==> images/final_clocks.png <==
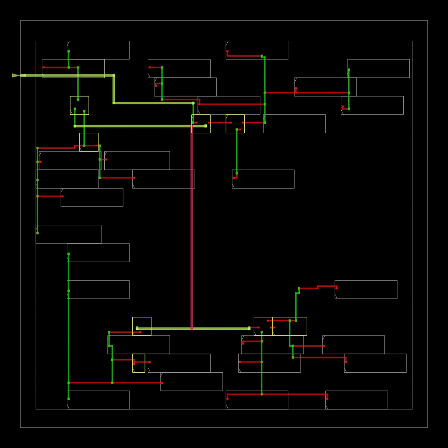
==> images/clock_map.png <==
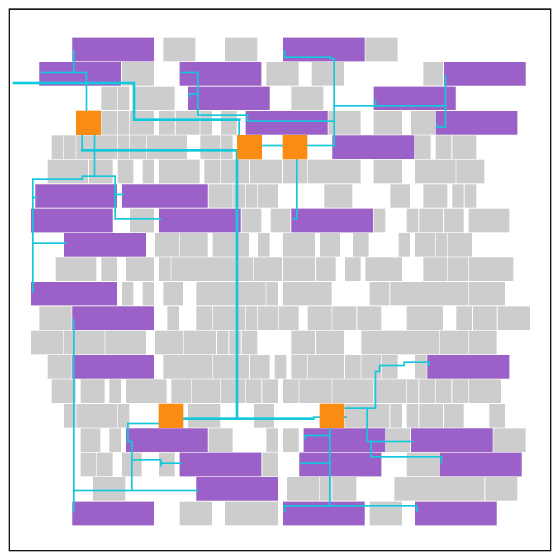
==> images/cell_classes.png <==
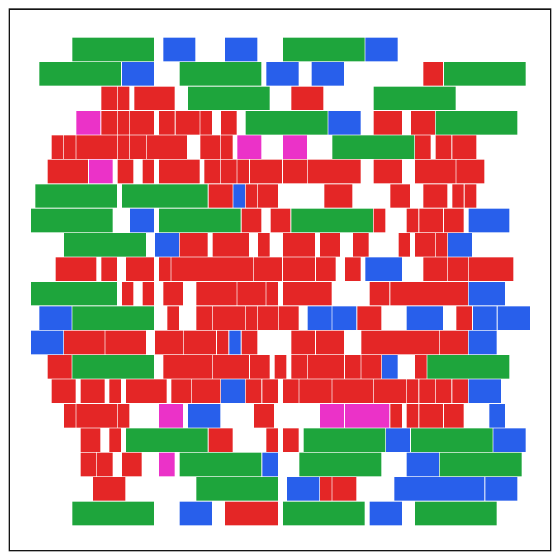
==> images/drive_strength.png <==
Scale bar: 20 um.
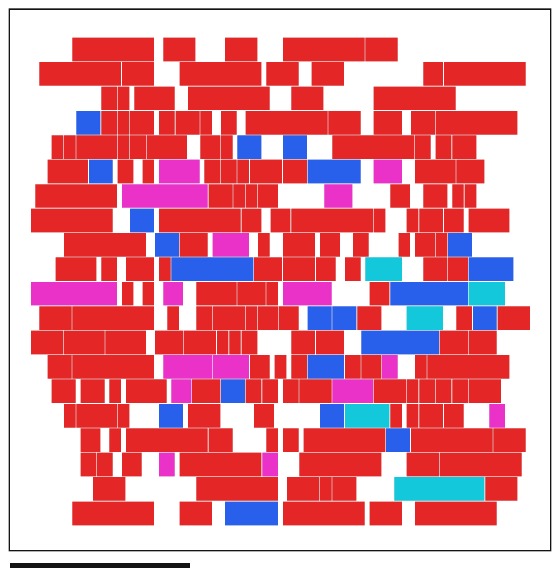
==> images/registers.png <==
Scale bar: 20 um.
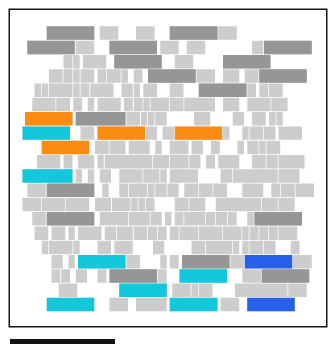
### src/rtl/match_scorekeeper.sv
// Match scorekeeper: tallies round wins per player, shows both scores on
// 7-segment digits, times the post-round display hold, pulses round_reset
// to recentre the playfield, and ends the match at MAX_SCORE.
//
// Ports:
//   clk          system clock (CLOCK_50), all state changes on posedge
//   reset        asynchronous, active-low
//   clear        synchronous, active-high; start a new match
//   win_L        one-cycle pulse, left player won the round
//   win_R        one-cycle pulse, right player won the round
//   round_reset  one-cycle pulse, recentres the playfield
//   game_over    high while the match is over
//   hex_L/hex_R  active-low 7-seg digits (gfedcba) showing the scores
module match_scorekeeper #(
  parameter int unsigned MAX_SCORE   = 7,
  parameter int unsigned HOLD_CYCLES = 8
) (
  input  logic       clk,
  input  logic       reset,
  input  logic       clear,
  input  logic       win_L,
  input  logic       win_R,
  output logic       round_reset,
  output logic       game_over,
  output logic [6:0] hex_L,
  output logic [6:0] hex_R
);

  localparam int unsigned SCORE_W = 4;
  localparam int unsigned CNT_W   = $clog2(HOLD_CYCLES + 1);

  localparam logic [SCORE_W-1:0] MAX_S     = SCORE_W'(MAX_SCORE);
  localparam logic [CNT_W-1:0]   HOLD_LAST = CNT_W'(HOLD_CYCLES - 1);
  localparam logic [6:0]         SEG_ZERO  = 7'b1000000;

  typedef enum logic [1:0] {
    PLAY       = 2'd0,
    HOLD       = 2'd1,
    RESTART    = 2'd2,
    MATCH_OVER = 2'd3
  } state_t;

  state_t               state, state_nxt;
  logic [SCORE_W-1:0]   score_l, score_l_nxt;
  logic [SCORE_W-1:0]   score_r, score_r_nxt;
  logic [CNT_W-1:0]     cnt, cnt_nxt;
  logic [SCORE_W-1:0]   win_score;

  logic                 round_reset_nxt;
  logic                 game_over_nxt;
  logic [6:0]           hex_l_nxt;
  logic [6:0]           hex_r_nxt;

  // Active-low gfedcba segment pattern for one decimal digit
  function automatic logic [6:0] seg7(input logic [SCORE_W-1:0] v);
    logic [6:0] s;
    case (v)
      4'd0:    s = 7'b1000000;
      4'd1:    s = 7'b1111001;
      4'd2:    s = 7'b0100100;
      4'd3:    s = 7'b0110000;
      4'd4:    s = 7'b0011001;
      4'd5:    s = 7'b0010010;
      4'd6:    s = 7'b0000010;
      4'd7:    s = 7'b1111000;
      4'd8:    s = 7'b0000000;
      4'd9:    s = 7'b0010000;
      default: s = 7'b1111111;
    endcase
    return s;
  endfunction

  // State and datapath registers
  always_ff @(posedge clk or negedge reset) begin
    if (!reset) begin
      state   <= PLAY;
      score_l <= '0;
      score_r <= '0;
      cnt     <= '0;
    end else begin
      state   <= state_nxt;
      score_l <= score_l_nxt;
      score_r <= score_r_nxt;
      cnt     <= cnt_nxt;
    end
  end

  // Score the winning side would reach if this cycle's win is accepted
  assign win_score = win_L ? (score_l + SCORE_W'(1)) : (score_r + SCORE_W'(1));

  // Next-state and datapath update; clear overrides everything
  always_comb begin
    state_nxt   = state;
    score_l_nxt = score_l;
    score_r_nxt = score_r;
    cnt_nxt     = cnt;
    if (clear) begin
      state_nxt   = RESTART;
      score_l_nxt = '0;
      score_r_nxt = '0;
      cnt_nxt     = '0;
    end else begin
      case (state)
        PLAY: begin
          // Simultaneous wins cancel out
          if (win_L ^ win_R) begin
            if (win_L) score_l_nxt = win_score;
            else       score_r_nxt = win_score;
            if (win_score == MAX_S) begin
              state_nxt = MATCH_OVER;
            end else begin
              state_nxt = HOLD;
              cnt_nxt   = '0;
            end
          end
        end
        HOLD: begin
          if (cnt == HOLD_LAST) state_nxt = RESTART;
          else                  cnt_nxt   = cnt + CNT_W'(1);
        end
        RESTART:    state_nxt = PLAY;
        MATCH_OVER: state_nxt = MATCH_OVER;
        default:    state_nxt = PLAY;
      endcase
    end
  end

  // Output decode from the upcoming state so the registered outputs track it
  always_comb begin
    round_reset_nxt = 1'b0;
    game_over_nxt   = 1'b0;
    hex_l_nxt       = seg7(score_l_nxt);
    hex_r_nxt       = seg7(score_r_nxt);
    if (state_nxt == RESTART)    round_reset_nxt = 1'b1;
    if (state_nxt == MATCH_OVER) game_over_nxt   = 1'b1;
  end

  // Output registers
  always_ff @(posedge clk or negedge reset) begin
    if (!reset) begin
      round_reset <= 1'b0;
      game_over   <= 1'b0;
      hex_L       <= SEG_ZERO;
      hex_R       <= SEG_ZERO;
    end else begin
      round_reset <= round_reset_nxt;
      game_over   <= game_over_nxt;
      hex_L       <= hex_l_nxt;
      hex_R       <= hex_r_nxt;
    end
  end

endmodule

### config.mk
export PLATFORM = sky130hd
export DESIGN_NAME = match_scorekeeper
export DESIGN_NICKNAME = d
export VERILOG_FILES = /design/src/rtl/match_scorekeeper.sv
export SDC_FILE = /design/constraint.sdc
export NUM_CORES = 1
export LEC_CHECK = 0
export ABC_AREA = 0
export CAP_MARGIN = 40
export CORE_MARGIN = 2
export CORE_UTILIZATION = 58
export CTS_BUF_LIST = sky130_fd_sc_hd__clkbuf_4 sky130_fd_sc_hd__clkbuf_8
export CTS_CLUSTER_DIAMETER = 80
export DETAILED_ROUTE_END_ITERATION = 6
export GPL_TIMING_DRIVEN = 0
export PLACE_DENSITY = 0.82
export SETUP_SLACK_MARGIN = 0.2
export SKIP_LAST_GASP = 1
export SYNTH_ARGS = -nofsm -noshare
export SYNTH_HDL_FRONTEND = slang
export SYNTH_SLANG_ARGS = --single-unit
export TNS_END_PERCENT = 50
### constraint.sdc
create_clock -name clk -period 3.3 [get_ports clk]
set_input_delay 0.825 -clock clk [delete_from_list [all_inputs] [get_ports clk]]
set_output_delay 0.825 -clock clk [all_outputs]
set_load 0.03 [all_outputs]
==> flow_metrics.env <==
# implementation run metrics
export IMPL_cp_endpoint="hex_L[4]$_DFF_PN0_"
export IMPL_cp_depth=12
export IMPL_drive_above_1_share_pct=19.0
export IMPL_yosys_stat_seqShare_pct=41.2
export IMPL_ys_cells=184
export IMPL_firstDrtPassIters=4
export IMPL_ff2ff_path_depth=10
export IMPL_r2r_slack_ns=0.72
export IMPL_synthAoiAreaFrac_pct=19.7
export IMPL_vias=1517
export IMPL_postRouteAntennaNets=0
export IMPL_outcome="completed"
export IMPL_topCellsByArea="dfrtp_1, ha_1, a21oi_1, dfstp_2, nand2_1"
export IMPL_path_class="input pin to register"
export IMPL_drt_total_wl_mm=3.92
export IMPL_timing_hold_violations_final=0
export IMPL_p_leak_nw=1.07
export IMPL_synth_flops=30
export IMPL_rsz0062_at_grt="true"
export IMPL_dpl_worst_slack_ns=-0.657
export IMPL_crit_buf_inv=3
export IMPL_io_pins=21
export IMPL_cp_common_cell="mux2_2"
export IMPL_sequentialPowerShare_pct=49.5
export IMPL_cts_htree_levels=2
export IMPL_layout_nonclk_buf_share_pct=15.1
export IMPL_p_comb_share_pct=20.9
export IMPL_hold_class="register to register"
export IMPL_crit_start="win_L"
export IMPL_p_sw_share_pct=28.3
export IMPL_postCtsSetupBuffers=5
export IMPL_portBuffers=20
export IMPL_ff_count=30
export IMPL_clock_sinks=30
export IMPL_first_global_vias=1407
export IMPL_first_iter_violations=141
export IMPL_cts_tree="built"
export IMPL_synthTopCellsByCount="dfrtp_1, nand2_1, ha_1, nor2_1, a21oi_1"
export IMPL_finalSetupTns_ns=0
export IMPL_seq_cell_share_pct=32.9
export IMPL_gp_congestion=0.789
export IMPL_mux_area_share_pct=3.97
export IMPL_critical_path_top_delay_family="AND-OR/OR-AND gates"
export IMPL_fp_dieArea_um2=3620
export IMPL_drcViolationCount=0
export IMPL_path_clk_slew_ns=0.09
export IMPL_n_all_inverters=8
export IMPL_async_reset_ff_share_pct=100
export IMPL_row_count=20
export IMPL_grt_antenna_before_repair=0
export IMPL_worstHoldStart="cnt[3]$_DFFE_PN0P_"
export IMPL_tool_warnings=36
export IMPL_cp_required_ns=3.53
export IMPL_synth_top_flop_cell="dfrtp_1"
export IMPL_placedCellCount=249
export IMPL_clk_share_pct=2.79
export IMPL_fillers=201
export IMPL_synth_cellmix_simpleShare_pct=20.3
export IMPL_finalCritPeriodShare_pct=91.5
export IMPL_ir_drop_mv=0.214
export IMPL_syn_cell_area_um2=1830
export IMPL_synthesis_instances=184
export IMPL_fp_nets=202
export IMPL_logic_area_um2=1040
export IMPL_via_per_inst=5.72
export IMPL_place_area_um2=2120
export IMPL_grt_remaining_overflow=0
export IMPL_cts_hold_buf=0
export IMPL_yosysTopAreaCellShare_pct=38.3
export IMPL_most_common_cell="dfrtp_1"
export IMPL_tap_cell_count=44
export IMPL_antenna_cells=0
Notes on final_clocks.png above:
Worst Clk Skew: 0.00878 ns
P_clk: 0.000234 W
Layout clock buffers: 7
CTS buffer count: 5
clk_lat worst skew: 0.32 ns

Notes on clock_map.png above:
legend:
  orange:
    item: cells driving clock nets
    count: 5
  purple:
    item: flip-flops
    count: 30
  cyan:
    item: clock wires
    length: 352 um
flops lie: spread over the die
routed clock nets: 6

Notes on cell_classes.png above:
legend:
  red:
    class: all other logic
    cells: 146
    share_of_their_area: 48%
  blue:
    class: other buffers and delay cells
    cells: 37
    share_of_their_area: 15%
  green:
    class: flip-flops
    cells: 30
    share_of_their_area: 34%
  magenta:
    class: clock drivers and dummy loads
    cells: 8
    share_of_their_area: 2.9%

Notes on drive_strength.png above:
legend:
  cyan:
    size: drive 6 and up
    cells: 5
    share: 2.3%
  magenta:
    size: drive 2
    cells: 16
    share: 7.2%
  red:
    size: drive 1 or less
    cells: 179
    share: 81%
  blue:
    size: drive 3 to 4
    cells: 21
    share: 9.5%
Area growth, synth to finish: 25.2%
worst setup margin: 0.279 ns
cell area after layout: 2290 um2
Buffers, non-clock: 37

Notes on registers.png above:
legend:
  blue:
    name_in_the_netlist: state
    placed_flops: 2
  orange:
    name_in_the_netlist: score_r
    placed_flops: 4
  cyan:
    name_in_the_netlist: hex_L
    placed_flops: 7
sequential cell area: 753 um2
Core Util, Final: 75.6%

[power groups by stage]
| stage | sequential, W | clock (W) | combinational (W) |
|---|---|---|---|
| 4_1_cts | 0.000392 | 0.000238 | 0.000160 |
| 6_report | 0.000392 | 0.000234 | 0.000166 |
| 3_3_place_gp | 0.000398 | 0 | 0.000143 |
| 3_5_place_dp | 0.000400 | 0 | 0.000152 |
| 5_1_grt | 0.000394 | 0.000258 | 0.000179 |
| 2_1_floorplan | 0.000420 | 0 | 0.0000735 |
[layer usage]
metal / track usage (%) / vias to the layer above
met3: 6.71 / 4
li1: - / 732
met5: 0 / -
met1: 28.4 / 729
met2: 40.2 / 52
met4: 7.62 / 0
[flip-flops by register name, indices dropped and copies added, names as in the netlist]
name	cells
cnt	4
game_over	1
hex_L	7
hex_R	7
round_reset	1
score_l	4
score_r	4
state	2
[cell usage in the layout, fill, tap and decap left out, types with 2 or more instances in the layout]
cell / n
clkbuf_1: 2
inv_1: 8
o211ai_1: 3
a21o_1: 5
mux2i_1: 5
o21ai_0: 6
nand3_1: 3
nor2_1: 13
and2_1: 4
o21a_1: 3
a21oi_4: 2
mux2_2: 2
dfstp_2: 2
nor2b_1: 3
a211o_1: 4
ha_1: 11
nor3_1: 5
clkdlybuf4s50_1: 17
buf_6: 3
nor4b_4: 2
buf_2: 3
or3_1: 2
clkbuf_4: 6
nand2b_1: 5
or2_2: 2
nand4_1: 2
dfrtp_1: 28
a31oi_1: 2
nand2_1: 14
a21oi_1: 12
xnor2_1: 4
a211oi_2: 2
buf_4: 8
[cells by family after synthesis]
| family | after synthesis |
|---|---|
| AND-OR/OR-AND | 50 |
| XOR/XNOR | 4 |
| adder cells (fa/ha/maj) | 13 |
| buffers and inverters | 16 |
| flip-flops | 30 |
| multiplexers | 7 |
| AND/OR/NAND/NOR | 64 |
Power figures rest on the tool's default switching activity, not on a simulated workload.
